[config.mk]
export PLATFORM = sky130hd
export DESIGN_NAME = multicycle_datapath
export DESIGN_NICKNAME = d
export VERILOG_FILES = /design/src/rtl/mcdp_pkg.sv /design/src/rtl/mcdp_regfile.sv /design/src/rtl/multicycle_datapath.sv
export SDC_FILE = /design/constraint.sdc
export NUM_CORES = 2
export LEC_CHECK = 0
export CAP_MARGIN = 20
export CORE_MARGIN = 4
export CORE_UTILIZATION = 57
export DETAILED_ROUTE_END_ITERATION = 8
export GPL_ROUTABILITY_DRIVEN = 0
export PLACE_DENSITY = 0.89
export SYNTH_ARGS = -nofsm -noshare
export SYNTH_HDL_FRONTEND = slang
export SYNTH_HIERARCHICAL = 1
export SYNTH_SLANG_ARGS = --single-unit
[constraint.sdc]
create_clock -name clk -period 4.3 [get_ports clk]
set_input_delay 0.43 -clock clk [delete_from_list [all_inputs] [get_ports clk]]
set_output_delay 0.43 -clock clk [all_outputs]
set_load 0.05 [all_outputs]
[src/rtl/mcdp_pkg.sv]
`default_nettype none
// ============================================================================
// Module      : mcdp_pkg
// Description : Opcodes, FSM states and instruction field positions shared
//               by the multi-cycle datapath and its register file.
// Revision    : 1.0 - initial release
// ============================================================================

package mcdp_pkg;

  localparam logic [3:0] OP_ADD  = 4'h0;
  localparam logic [3:0] OP_SUB  = 4'h1;
  localparam logic [3:0] OP_AND  = 4'h2;
  localparam logic [3:0] OP_OR   = 4'h3;
  localparam logic [3:0] OP_XOR  = 4'h4;
  localparam logic [3:0] OP_ADDI = 4'h5;
  localparam logic [3:0] OP_LW   = 4'h6;
  localparam logic [3:0] OP_SW   = 4'h7;
  localparam logic [3:0] OP_BEQ  = 4'h8;
  localparam logic [3:0] OP_BNE  = 4'h9;
  localparam logic [3:0] OP_JMP  = 4'hA;
  localparam logic [3:0] OP_HALT = 4'hF;

  typedef enum logic [2:0] {
    S_IDLE   = 3'd0,
    S_FETCH  = 3'd1,
    S_DECODE = 3'd2,
    S_EXEC   = 3'd3,
    S_MEM    = 3'd4,
    S_WB     = 3'd5,
    S_HALT   = 3'd6
  } state_t;

  localparam int OPC_LSB = 28;
  localparam int OPC_W   = 4;
  localparam int RD_LSB  = 23;
  localparam int RS1_LSB = 18;
  localparam int RS2_LSB = 13;
  localparam int IMM_LSB = 0;
  localparam int IMM_W   = 12;

endpackage

`default_nettype wire

[src/rtl/mcdp_regfile.sv]
`default_nettype none
// ============================================================================
// Module      : mcdp_regfile
// Description : Two asynchronous read ports, one synchronous write port;
//               entry 0 always reads as zero and ignores writes.
// Revision    : 1.0 - initial release
// ============================================================================

module mcdp_regfile #(
  parameter int DATA_W    = 32,
  parameter int REG_COUNT = 32,
  localparam int IDX_W    = $clog2(REG_COUNT)
) (
  input  logic              clk,
  input  logic              reset,
  input  logic [IDX_W-1:0]  ra_addr,
  output logic [DATA_W-1:0] ra_data,
  input  logic [IDX_W-1:0]  rb_addr,
  output logic [DATA_W-1:0] rb_data,
  input  logic              wr_en,
  input  logic [IDX_W-1:0]  wr_addr,
  input  logic [DATA_W-1:0] wr_data
);

  logic [DATA_W-1:0] regs [REG_COUNT];

  always_ff @(posedge clk) begin
    if (reset) begin
      for (int i = 0; i < REG_COUNT; i++) begin
        regs[i] <= '0;
      end
    end else if (wr_en && (wr_addr != '0)) begin
      regs[wr_addr] <= wr_data;
    end
  end

  assign ra_data = (ra_addr == '0) ? '0 : regs[ra_addr];
  assign rb_data = (rb_addr == '0) ? '0 : regs[rb_addr];

endmodule

`default_nettype wire

[src/rtl/multicycle_datapath.sv]
`default_nettype none
// ============================================================================
// Module      : multicycle_datapath
// Description : Multi-cycle core: FETCH/DECODE/EXEC/MEM/WB sequencing with a
//               req/ack data-memory port. Optional MCDP_ILLEGAL_TRAP_EN makes
//               opcodes B-E halt with trap instead of acting as NOPs.
// Revision    : 1.0 - initial release
// ============================================================================

module multicycle_datapath
  import mcdp_pkg::*;
#(
  parameter int DATA_W    = 32,
  parameter int REG_COUNT = 32,
  parameter int IMEM_AW   = 8,
  parameter int DMEM_AW   = 8
) (
  input  logic               clk,
  input  logic               reset,
  input  logic               run,
  output logic [IMEM_AW-1:0] imem_addr,
  input  logic [31:0]        imem_data,
  output logic               dmem_req,
  output logic               dmem_we,
  output logic [DMEM_AW-1:0] dmem_addr,
  output logic [DATA_W-1:0]  dmem_wdata,
  input  logic [DATA_W-1:0]  dmem_rdata,
  input  logic               dmem_ack,
  output logic [DATA_W-1:0]  PC_next,
  output logic [DATA_W-1:0]  finalout,
  output logic               retire,
  output logic               halted,
  output logic               trap
);

  localparam int IDX_W = $clog2(REG_COUNT);

  state_t state, next_state;

  logic [DATA_W-1:0] pc;
  logic [31:0]       ir;
  logic [DATA_W-1:0] a_q, b_q, imm_q, alu_out, mdr;

  logic [OPC_W-1:0]  opcode;
  logic [IDX_W-1:0]  rd_idx, rs1_idx, rs2_idx;
  logic [IMM_W-1:0]  imm12;
  logic [DATA_W-1:0] imm_sext;
  logic [DATA_W-1:0] rs1_val, rs2_val;
  logic [DATA_W-1:0] alu_res, wb_data;
  logic [DATA_W-1:0] pc_plus4, pc_target, pc_d;
  logic              pc_we;
  logic              unused_ir;

  assign opcode   = ir[OPC_LSB +: OPC_W];
  assign rd_idx   = ir[RD_LSB  +: IDX_W];
  assign rs1_idx  = ir[RS1_LSB +: IDX_W];
  assign rs2_idx  = ir[RS2_LSB +: IDX_W];
  assign imm12    = ir[IMM_LSB +: IMM_W];
  assign imm_sext = {{(DATA_W-IMM_W){imm12[IMM_W-1]}}, imm12};
  // Bit 12 and any register-index bits above IDX_W carry no meaning.
  assign unused_ir = ^ir;

  assign pc_plus4  = pc + DATA_W'(4);
  assign pc_target = pc + imm_q;
  assign wb_data   = (opcode == OP_LW) ? mdr : alu_out;

  mcdp_regfile #(
    .DATA_W    (DATA_W),
    .REG_COUNT (REG_COUNT)
  ) u_regfile (
    .clk     (clk),
    .reset   (reset),
    .ra_addr (rs1_idx),
    .ra_data (rs1_val),
    .rb_addr (rs2_idx),
    .rb_data (rs2_val),
    .wr_en   (state == S_WB),
    .wr_addr (rd_idx),
    .wr_data (wb_data)
  );

  // Loads and stores share the ADDI address computation.
  always_comb begin
    alu_res = a_q + imm_q;
    case (opcode)
      OP_ADD:  alu_res = a_q + b_q;
      OP_SUB:  alu_res = a_q - b_q;
      OP_AND:  alu_res = a_q & b_q;
      OP_OR:   alu_res = a_q | b_q;
      OP_XOR:  alu_res = a_q ^ b_q;
      default: alu_res = a_q + imm_q;
    endcase
  end

`ifdef MCDP_ILLEGAL_TRAP_EN
  logic trap_set;
`endif

  always_ff @(posedge clk) begin
    if (reset) begin
      state <= S_IDLE;
    end else begin
      state <= next_state;
    end
  end

  always_comb begin
    next_state = state;
    retire     = 1'b0;
    pc_we      = 1'b0;
    pc_d       = pc_plus4;
`ifdef MCDP_ILLEGAL_TRAP_EN
    trap_set   = 1'b0;
`endif
    case (state)
      S_IDLE:   if (run) next_state = S_FETCH;
      S_FETCH:  next_state = S_DECODE;
      S_DECODE: next_state = S_EXEC;
      S_EXEC: begin
        case (opcode)
          OP_ADD, OP_SUB, OP_AND, OP_OR, OP_XOR, OP_ADDI: next_state = S_WB;
          OP_LW, OP_SW: next_state = S_MEM;
          OP_BEQ, OP_BNE, OP_JMP: begin
            next_state = S_FETCH;
            retire     = 1'b1;
            pc_we      = 1'b1;
            if ((opcode == OP_JMP) ||
                ((opcode == OP_BEQ) && (a_q == b_q)) ||
                ((opcode == OP_BNE) && (a_q != b_q))) begin
              pc_d = pc_target;
            end
          end
          OP_HALT: begin
            next_state = S_HALT;
            retire     = 1'b1;
          end
          default: begin
`ifdef MCDP_ILLEGAL_TRAP_EN
            next_state = S_HALT;
            trap_set   = 1'b1;
`else
            next_state = S_FETCH;
            retire     = 1'b1;
            pc_we      = 1'b1;
`endif
          end
        endcase
      end
      S_MEM: begin
        if (dmem_ack) begin
          if (opcode == OP_LW) begin
            next_state = S_WB;
          end else begin
            next_state = S_FETCH;
            retire     = 1'b1;
            pc_we      = 1'b1;
          end
        end
      end
      S_WB: begin
        next_state = S_FETCH;
        retire     = 1'b1;
        pc_we      = 1'b1;
      end
      S_HALT:  next_state = S_HALT;
      default: next_state = S_IDLE;
    endcase
  end

  always_ff @(posedge clk) begin
    if (reset) begin
      pc       <= '0;
      ir       <= '0;
      a_q      <= '0;
      b_q      <= '0;
      imm_q    <= '0;
      alu_out  <= '0;
      mdr      <= '0;
      finalout <= '0;
    end else begin
      if (pc_we) pc <= pc_d;
      case (state)
        S_FETCH: ir <= imem_data;
        S_DECODE: begin
          a_q   <= rs1_val;
          b_q   <= rs2_val;
          imm_q <= imm_sext;
        end
        S_EXEC: alu_out <= alu_res;
        S_MEM:  if (dmem_ack && (opcode == OP_LW)) mdr <= dmem_rdata;
        S_WB:   finalout <= wb_data;
        default: ;
      endcase
    end
  end

`ifdef MCDP_ILLEGAL_TRAP_EN
  always_ff @(posedge clk) begin
    if (reset) begin
      trap <= 1'b0;
    end else if (trap_set) begin
      trap <= 1'b1;
    end
  end
`else
  assign trap = 1'b0;
`endif

  // Request is a pure state decode so a reset drops it on the same edge.
  assign dmem_req   = (state == S_MEM);
  assign dmem_we    = dmem_req && (opcode == OP_SW);
  assign dmem_addr  = alu_out[DMEM_AW-1:0];
  assign dmem_wdata = b_q;
  assign imem_addr  = pc[IMEM_AW-1:0];
  assign PC_next    = pc;
  assign halted     = (state == S_HALT);

endmodule

`default_nettype wire

**Port wiring**

Drawn at 1 px/um.
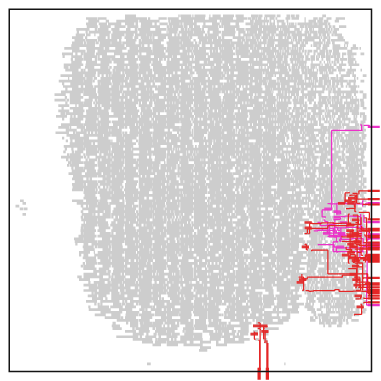
colour	port	direction	edge	end cells	buffers	wire
red	finalout	output	28 right, 4 bottom	32	32	1,430 um
magenta	imem_addr	output	right	8	8	797 um
num ports: 185
I/O Buffers: 182

**Clock network drawn from the DEF**

Drawn at 1 px/um.
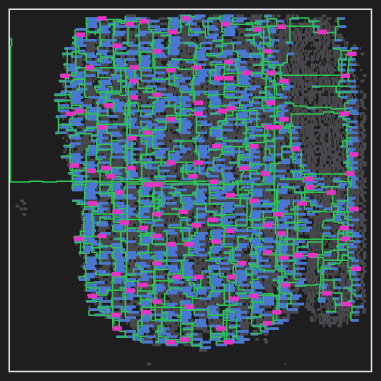
[green] clock wires | length: 14,500 um
[magenta] cells driving clock nets | count: 121
[blue] flip-flops | count: 1,262
flops lie	all over the die
routed clock nets	122
clk pwr: 10,800 uW
clk_lat worst skew: 750 ps
Worst Skew: 38.6 ps
Clock power frac: 36.3%

**Wire density map**

Drawn at 1 px/um. The die is cut into 36 by 36 equal tiles; white is low, dark blue is high, scaled to the fullest tile. Values are wire area over tile area, all layers added.
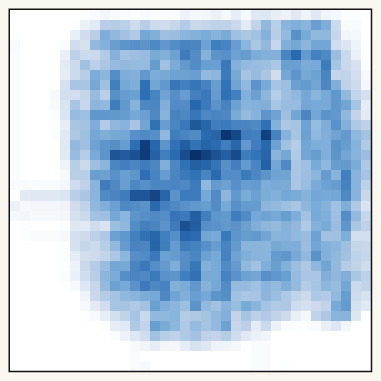
densest ninth of the die	middle
nearly empty tiles	21%
fullest tile	1.1
mean over tiles	0.38

metrics by stage:
| step | total power, uW | utilization [%] | std cells | hold slack, ps | worst slack, ps |
|---|---|---|---|---|---|
| after CTS | 29400 | 63.8 | 7501 | 128 | 314 |
| final | 29800 | 63.9 | 7524 | 131 | 206 |
| after detailed placement | 18800 | 60.6 | 7272 | 444 | 368 |
| after floorplan | 17000 | - | 5758 | 432 | 85.7 |
| after global placement | 18600 | 60.6 | 7272 | 437 | 385 |
| after global routing | 30300 | 63.9 | 7512 | 166 | 12.0 |
worst max-delay path, cell delays in order (launching register included):
cell      delay, ps
dfxtp_1         320
nor4_2          490
buf_12          210
mux2_2          340
ha_1            220
fa_1            450
a211oi_1        310
o21ai_0         230
a21o_1          270
o21ai_0         170
nand2_1         140
a31oi_1         240
xnor2_1         110
a221oi_1        350
nor3_1           70
cell type report:
cell class	count	area, um^2	area share, %
sequential	1262	35500	45.0
multi-input combinational	3857	33000	41.7
timing repair buffer	414	4100	5.18
clock buffer	166	3320	4.20
tap	1637	2050	2.59
clock inverter	63	616	0.779
inverter	109	409	0.518
antenna	16	40.0	0.0507
metal layers:
layer | up-vias | global-route usage, % | share of wire (%)
met2 | 5930 | 54.9 | 42
met3 | 1587 | 17.6 | 18
met4 | 28 | 28.9 | 9.9
li1 | 21500 | - | -
met5 | - | 1.74 | 0.24
met1 | 26200 | 43.1 | 29
kinds of logic after synthesis:
logic type               synth area share (%)
AND/OR/NAND/NOR                          15.1
flip-flops                               50.1
AND-OR/OR-AND                            8.34
multiplexers                             18.8
buffers and inverters                    4.02
adder cells (fa/ha/maj)                  2.92
XOR/XNOR                                0.815
other                                  0.0106
==> impl_metrics.env <==
# implementation run metrics
export IMPL_status="finished with violations"
export IMPL_violations="DRC"
export IMPL_warnings=97
export IMPL_clk_pin_slew_ps=60
export IMPL_core_area_um2=124000
export IMPL_drtAntennaViolNets=0
export IMPL_critical_path_endpoint="alu_out[24]$_SDFFE_PP0P_"
export IMPL_slew_viol_final=0
export IMPL_p_leak_uw=0.0276
export IMPL_via_per_inst=7.34
export IMPL_ctsRootBufferMaster="clkbuf_16"
export IMPL_top_area_cell="edfxtp_1"
export IMPL_hold_path_depth=2
export IMPL_largest_reg_flops=1024
export IMPL_avgSynthCellArea_um2=12.4
export IMPL_ff_type="edfxtp_1"
export IMPL_critical_path_class="register to register"
export IMPL_grt_max_degree=163
export IMPL_drc=2
export IMPL_h_tree_depth=3
export IMPL_power_density_nw_per_um2=377
export IMPL_ys_seq_share_pct=50.1
export IMPL_initial_core_util_pct=57.4
export IMPL_cts_tree="yes"
export IMPL_nFillCells=8291
export IMPL_maxCapViolCount=0
export IMPL_grt_overflow_total=0
export IMPL_async_flop_share_pct=0
Power is estimated from default activity; no workload was simulated.
